===== config.mk =====
export PLATFORM = sky130hd
export DESIGN_NAME = monitor_conflicte_flat
export DESIGN_NICKNAME = d
export VERILOG_FILES = /design/src/rtl/monitor_conflicte_if.sv /design/src/rtl/monitor_conflicte.sv /design/src/flat_wrapper.sv
export SDC_FILE = /design/constraint.sdc
export NUM_CORES = 1
export LEC_CHECK = 0
export ABC_AREA = 1
export CAP_MARGIN = 20
export CORE_MARGIN = 2
export CORE_UTILIZATION = 55
export CTS_BUF_LIST = sky130_fd_sc_hd__clkbuf_2 sky130_fd_sc_hd__clkbuf_4 sky130_fd_sc_hd__clkbuf_8
export CTS_CLUSTER_DIAMETER = 80
export CTS_CLUSTER_SIZE = 30
export DETAILED_ROUTE_END_ITERATION = 16
export PLACE_DENSITY = 0.87
export SETUP_SLACK_MARGIN = 0.05
export SLEW_MARGIN = 20
export SYNTH_ARGS = -nofsm -noshare
export SYNTH_HDL_FRONTEND = slang
export SYNTH_SLANG_ARGS = --single-unit

===== constraint.sdc =====
create_clock -name clk -period 4.6 [get_ports clk]
set_input_delay 0.46 -clock clk [delete_from_list [all_inputs] [get_ports clk]]
set_output_delay 0.46 -clock clk [all_outputs]
set_load 0.02 [all_outputs]

===== src/rtl/monitor_conflicte_if.sv =====
// Lamp bus between the traffic controller, the conflict monitor and the field drivers.
// The slave side is the monitor; the master side drives raw lamp requests and reads the field outputs.
interface monitor_conflicte_if;
    logic [3:0] verde_i;
    logic [3:0] galben_i;
    logic [3:0] rosu_i;
    logic [3:0] verde_pietoni_i;
    logic [3:0] rosu_pietoni_i;
    logic       ack_i;
    logic [3:0] verde_o;
    logic [3:0] galben_o;
    logic [3:0] rosu_o;
    logic [3:0] verde_pietoni_o;
    logic [3:0] rosu_pietoni_o;
    logic       fault_o;
    logic [2:0] cod_fault_o;
    logic [7:0] nr_fault_o;

    modport slave (
        input  verde_i, galben_i, rosu_i, verde_pietoni_i, rosu_pietoni_i, ack_i,
        output verde_o, galben_o, rosu_o, verde_pietoni_o, rosu_pietoni_o,
        output fault_o, cod_fault_o, nr_fault_o
    );

    modport master (
        output verde_i, galben_i, rosu_i, verde_pietoni_i, rosu_pietoni_i, ack_i,
        input  verde_o, galben_o, rosu_o, verde_pietoni_o, rosu_pietoni_o,
        input  fault_o, cod_fault_o, nr_fault_o
    );
endinterface


===== src/rtl/monitor_conflicte.sv =====
// Traffic-light conflict monitor: filters lamp conflicts through a persistence counter,
// latches a fault code and forces flashing yellow / all-red on the field until acknowledged.
module monitor_conflicte #(
    parameter int FACTOR_DIVIZARE = 1000,
    parameter int PERSISTENTA     = 3
) (
    input  logic                 clk,
    input  logic                 rst,
    monitor_conflicte_if.slave   bus
);

    localparam int                DIV_W     = $clog2(FACTOR_DIVIZARE);
    localparam logic [DIV_W-1:0]  DIV_LAST  = DIV_W'(FACTOR_DIVIZARE - 1);
    localparam logic [7:0]        PERS_LAST = 8'(PERSISTENTA - 1);

    typedef enum logic [1:0] {
        NORMAL  = 2'd0,
        SUSPECT = 2'd1,
        FAULT   = 2'd2
    } state_t;

    state_t           state_q, state_d;
    logic [7:0]       cnt_q, cnt_d;
    logic [DIV_W-1:0] div_q, div_d;
    logic             phase_q, phase_d;
    logic [2:0]       cod_q, cod_d;
    logic [7:0]       nr_q, nr_d;
    logic [3:0]       verde_q, galben_q, rosu_q, vp_q, rp_q;
    logic [3:0]       verde_d, galben_d, rosu_d, vp_d, rp_d;

    logic             e1, e2, e3, e4, err, entering;
    logic [2:0]       nr_green;
    logic [2:0]       code;

    function automatic logic [7:0] sat_inc(input logic [7:0] x);
        return (x == 8'd255) ? x : x + 8'd1;
    endfunction

    function automatic logic [2:0] prio_code(input logic a, input logic b,
                                             input logic c, input logic d);
        if (a)      return 3'd1;
        else if (b) return 3'd2;
        else if (c) return 3'd3;
        else if (d) return 3'd4;
        else        return 3'd0;
    endfunction

    // Conflict detection on raw inputs, one lamp group per approach
    always_comb begin
        nr_green = 3'd0;
        e2       = 1'b0;
        e3       = 1'b0;
        e4       = 1'b0;
        for (int k = 0; k < 4; k++) begin
            nr_green = nr_green + 3'(bus.verde_i[k]);
            if ((2'(bus.verde_i[k]) + 2'(bus.galben_i[k]) + 2'(bus.rosu_i[k])) != 2'd1)
                e2 = 1'b1;
            if (bus.verde_pietoni_i[k] == bus.rosu_pietoni_i[k])
                e3 = 1'b1;
            if (bus.verde_pietoni_i[k] && (bus.verde_i[k] || bus.galben_i[k]))
                e4 = 1'b1;
        end
        e1   = (nr_green >= 3'd2);
        code = prio_code(e1, e2, e3, e4);
        err  = (code != 3'd0);
    end

    // State register
    always_ff @(posedge clk) begin
        if (rst) begin
            state_q <= NORMAL;
            cnt_q   <= 8'd0;
        end else begin
            state_q <= state_d;
            cnt_q   <= cnt_d;
        end
    end

    // Next-state logic
    always_comb begin
        state_d = state_q;
        cnt_d   = cnt_q;
        unique case (state_q)
            NORMAL: begin
                if (err) begin
                    if (PERSISTENTA == 1) begin
                        state_d = FAULT;
                        cnt_d   = 8'd0;
                    end else begin
                        state_d = SUSPECT;
                        cnt_d   = 8'd1;
                    end
                end
            end
            SUSPECT: begin
                if (!err) begin
                    state_d = NORMAL;
                    cnt_d   = 8'd0;
                end else if (cnt_q == PERS_LAST) begin
                    state_d = FAULT;
                    cnt_d   = 8'd0;
                end else begin
                    cnt_d   = cnt_q + 8'd1;
                end
            end
            FAULT: begin
                if (bus.ack_i && !err)
                    state_d = NORMAL;
            end
            default: begin
                state_d = NORMAL;
                cnt_d   = 8'd0;
            end
        endcase
    end

    // Output logic: next contents of the lamp, flash and fault bookkeeping registers
    always_comb begin
        entering = (state_d == FAULT) && (state_q != FAULT);
        div_d    = '0;
        phase_d  = 1'b1;
        cod_d    = cod_q;
        nr_d     = nr_q;
        verde_d  = bus.verde_i;
        galben_d = bus.galben_i;
        rosu_d   = bus.rosu_i;
        vp_d     = bus.verde_pietoni_i;
        rp_d     = bus.rosu_pietoni_i;
        if (state_d == FAULT) begin
            if (entering) begin
                cod_d = code;
                nr_d  = sat_inc(nr_q);
            end else if (div_q == DIV_LAST) begin
                phase_d = ~phase_q;
            end else begin
                div_d   = div_q + 1'b1;
                phase_d = phase_q;
            end
            verde_d  = 4'h0;
            galben_d = phase_d ? 4'hF : 4'h0;
            rosu_d   = 4'h0;
            vp_d     = 4'h0;
            rp_d     = 4'hF;
        end
    end

    // Output registers; reset drives the field to a safe all-red picture
    always_ff @(posedge clk) begin
        if (rst) begin
            div_q    <= '0;
            phase_q  <= 1'b1;
            cod_q    <= 3'd0;
            nr_q     <= 8'd0;
            verde_q  <= 4'h0;
            galben_q <= 4'h0;
            rosu_q   <= 4'hF;
            vp_q     <= 4'h0;
            rp_q     <= 4'hF;
        end else begin
            div_q    <= div_d;
            phase_q  <= phase_d;
            cod_q    <= cod_d;
            nr_q     <= nr_d;
            verde_q  <= verde_d;
            galben_q <= galben_d;
            rosu_q   <= rosu_d;
            vp_q     <= vp_d;
            rp_q     <= rp_d;
        end
    end

    assign bus.verde_o         = verde_q;
    assign bus.galben_o        = galben_q;
    assign bus.rosu_o          = rosu_q;
    assign bus.verde_pietoni_o = vp_q;
    assign bus.rosu_pietoni_o  = rp_q;
    assign bus.fault_o         = (state_q == FAULT);
    assign bus.cod_fault_o     = (state_q == FAULT) ? cod_q : 3'd0;
    assign bus.nr_fault_o      = nr_q;

endmodule


===== src/flat_wrapper.sv =====
// flat-port wrapper written by rule: the top's interface ports become plain ports
module monitor_conflicte_flat 
#(
    parameter int FACTOR_DIVIZARE = 1000,
    parameter int PERSISTENTA     = 3
)
  (clk, rst, bus_verde_i, bus_galben_i, bus_rosu_i, bus_verde_pietoni_i, bus_rosu_pietoni_i, bus_ack_i, bus_verde_o, bus_galben_o, bus_rosu_o, bus_verde_pietoni_o, bus_rosu_pietoni_o, bus_fault_o, bus_cod_fault_o, bus_nr_fault_o);
  monitor_conflicte_if bus_i ();
  input  logic clk;
  input  logic rst;
  input wire logic [$bits(bus_i.verde_i)-1:0] bus_verde_i;
  input wire logic [$bits(bus_i.galben_i)-1:0] bus_galben_i;
  input wire logic [$bits(bus_i.rosu_i)-1:0] bus_rosu_i;
  input wire logic [$bits(bus_i.verde_pietoni_i)-1:0] bus_verde_pietoni_i;
  input wire logic [$bits(bus_i.rosu_pietoni_i)-1:0] bus_rosu_pietoni_i;
  input wire logic [$bits(bus_i.ack_i)-1:0] bus_ack_i;
  output wire logic [$bits(bus_i.verde_o)-1:0] bus_verde_o;
  output wire logic [$bits(bus_i.galben_o)-1:0] bus_galben_o;
  output wire logic [$bits(bus_i.rosu_o)-1:0] bus_rosu_o;
  output wire logic [$bits(bus_i.verde_pietoni_o)-1:0] bus_verde_pietoni_o;
  output wire logic [$bits(bus_i.rosu_pietoni_o)-1:0] bus_rosu_pietoni_o;
  output wire logic [$bits(bus_i.fault_o)-1:0] bus_fault_o;
  output wire logic [$bits(bus_i.cod_fault_o)-1:0] bus_cod_fault_o;
  output wire logic [$bits(bus_i.nr_fault_o)-1:0] bus_nr_fault_o;
  assign bus_i.verde_i = bus_verde_i;
  assign bus_i.galben_i = bus_galben_i;
  assign bus_i.rosu_i = bus_rosu_i;
  assign bus_i.verde_pietoni_i = bus_verde_pietoni_i;
  assign bus_i.rosu_pietoni_i = bus_rosu_pietoni_i;
  assign bus_i.ack_i = bus_ack_i;
  assign bus_verde_o = bus_i.verde_o;
  assign bus_galben_o = bus_i.galben_o;
  assign bus_rosu_o = bus_i.rosu_o;
  assign bus_verde_pietoni_o = bus_i.verde_pietoni_o;
  assign bus_rosu_pietoni_o = bus_i.rosu_pietoni_o;
  assign bus_fault_o = bus_i.fault_o;
  assign bus_cod_fault_o = bus_i.cod_fault_o;
  assign bus_nr_fault_o = bus_i.nr_fault_o;
  monitor_conflicte #(.FACTOR_DIVIZARE(FACTOR_DIVIZARE), .PERSISTENTA(PERSISTENTA)) u_core (.clk(clk), .rst(rst), .bus(bus_i));
endmodule

==> results.cfg <==
; synthesis and place-and-route metrics
[status]
status = finished clean

[pwr]
irDropWorstVdd_mv = 0.1766
finalPower_mw = 0.9246

[finish]
fill_cells = 345
layout.nets = 421
largest-register = u_core.div_q
seq_share_pct = 32.42
clkCellAreaFrac_pct = 3.468
flop-count = 52
largest_reg_flops = 10
bufAreaShareNonClock_pct = 16.84
n_clock_buffer = 5
drive_above_1_share_pct = 5.398
comb_area_um2 = 1227
sh_comb_area_pct = 38.23
area_growth_pct = 27.60
nNonClkBuffers = 54
seq_area_um2 = 1041

[drt]
highest_layer = met4
drt_wl_total_um = 5543
detail_route.vias_per_cell = 5.136
drc = 0
ant_nets = 0
wl_met3_um = 323
avgRoutedWirePerCell_um = 12.57
met2_length_um = 2677

[worst_setup_path]
critPathBufInv = 2
cp-end-kind = flip-flop
reg2regPathDepth = 9
critPathKind = primary input to flip-flop
path_cells = clkdlybuf4s50_1 > inv_1 > fa_1 > nor2_1 > nand3_1 > nor2_1 > nand2_2 > nor2_4 > nand3_2 > nand3_4 > nand3_2 > or2_2
slowest_delay_ns = 0.52
r2r_setup_slack_ns = 2.76
rr_startpoint = u_core.div_q[0]
crit_fanout = 11

[clock_tree]
clk_pin_slew_ns = 0.09
htreeDepth = 2
cts_tree = done
clock-root-buffer = clkbuf_8
clock-sinks = 52
clkLatencyLatePin_ns = 0.30

[placed_design]
numPortBuffers = 54
hpwl_um = 4213
postPlaceCellArea_um2 = 3099
gp_congestion = 0.8636

[timing]
rsz0062_at_grt = no
max_slew.worst_pin.slew_ns = 0.6012
hold_slack_ns = 0.4656
clock-skew-final_ns = 0.005327
fin_ws_ns = 1.849
period_used_pct = 59.80
slew_violations = 0
fin_crit_ns = 2.751

[yosys]
edf_count = 0
synth_nets = 364
synthArstFlopShare_pct = 0
synth_cells = 331
synth_chip_area_um2 = 2516
ys_types = 33
flop_cell = dfxtp_1
postSynthSeqShare_pct = 41.37
top_cells_by_area = dfxtp_1 41%, inv_1 8.8%, nand2_1 7.2%
synth_area_per_cell_um2 = 7.602
yosys_cells = 331
largest_area_cell = dfxtp_1

[grt]
grt_use_met3_pct = 5.767
overflow = 0
first_global_vias = 2131
antenna_found_initial = 0
grt_pass1_wl_um = 9370

[job]
warnings = 27

[die]
nWellTaps = 52
fp_util_pct = 57.39
die_h_um = 71.64
die_x_um = 71.64
num_io_pins = 55

[min_path]
holdPathStages = 1
min_to = u_core.div_q[0]
cells in the final DEF (no fill, tap or decap), drive strengths merged, types with 2 or more instances in the layout:
cell	n
xor2	7
nand4	13
a21oi	10
dfxtp	52
ha	6
inv	60
nand3b	4
o21ai	15
nor3b	5
fa	4
nor3	15
or2	4
nand3	16
clkdlybuf4s50	54
clkbuf	5
xnor2	6
o22ai	3
nor2	51
o21bai	2
nand2	50
per-stage QoR:
stage,util (%),cells
after floorplan,-,331
after detailed placement,70.69,433
after global placement,70.69,433
after CTS,73.23,441
after global routing,73.23,441
final,73.23,441
kinds of logic after synthesis:
logic type | after synthesis | synth area share, %
flops | 52 | 41.37
fa+ha+maj | 10 | 6.166
simple gates | 160 | 31.18
compound gates | 32 | 6.912
buf+inv | 64 | 9.846
xor+xnor | 13 | 4.525
synth_stat cells, types with 6 or more instances:
master / instances
ha_1: 6
nor3_1: 15
nor2_1: 48
inv_1: 59
a21oi_1: 10
nand2_1: 48
nand3_1: 13
dfxtp_1: 52
nand4_1: 13
xnor2_1: 6
xor2_1: 7
o21ai_0: 15
where the power goes:
group          switching [mW]  internal (mW)  leakage, nW
Combinational          0.0764         0.0621        0.897
Sequential            0.00652          0.466        0.426
Clock                   0.152          0.161       0.0541
how the worst max path moves through the flow:
stage,from,to,slack [ns],cells after the start
finish,bus_galben_i[0],u_core.bus.rosu_pietoni_o[2],1.85,12
global route,bus_galben_i[0],u_core.bus.galben_o[2],1.64,12
CTS,bus_galben_i[0],u_core.bus.rosu_pietoni_o[2],1.86,12
detailed placement,bus_galben_i[0],u_core.bus.rosu_pietoni_o[2],1.54,12
global placement,bus_galben_i[0],u_core.bus.rosu_pietoni_o[2],1.64,12
floorplan,bus_rosu_i[0],u_core.bus.rosu_pietoni_o[0],2.37,12
congestion.png
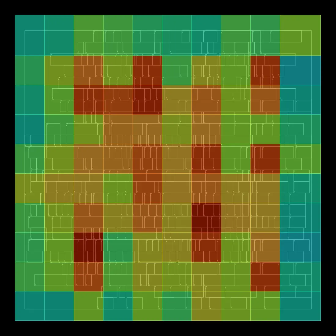
met1 Use GR: 28.88%
GR peak layer: met2
GRT met2 Usage: 39.09%
GRT Total Usage: 22.85%

flops_by_reg.png
Scale: 4 px per um.
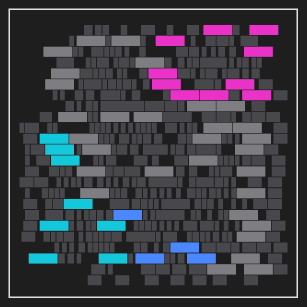
| netlist name | colour | sequential cells |
|---|---|---|
| u_core.div_q | magenta | 10 |
| u_core.bus.rosu_o | blue | 4 |
| u_core.bus.nr_fault_o | cyan | 8 |

Power is estimated from default activity; no workload was simulated.
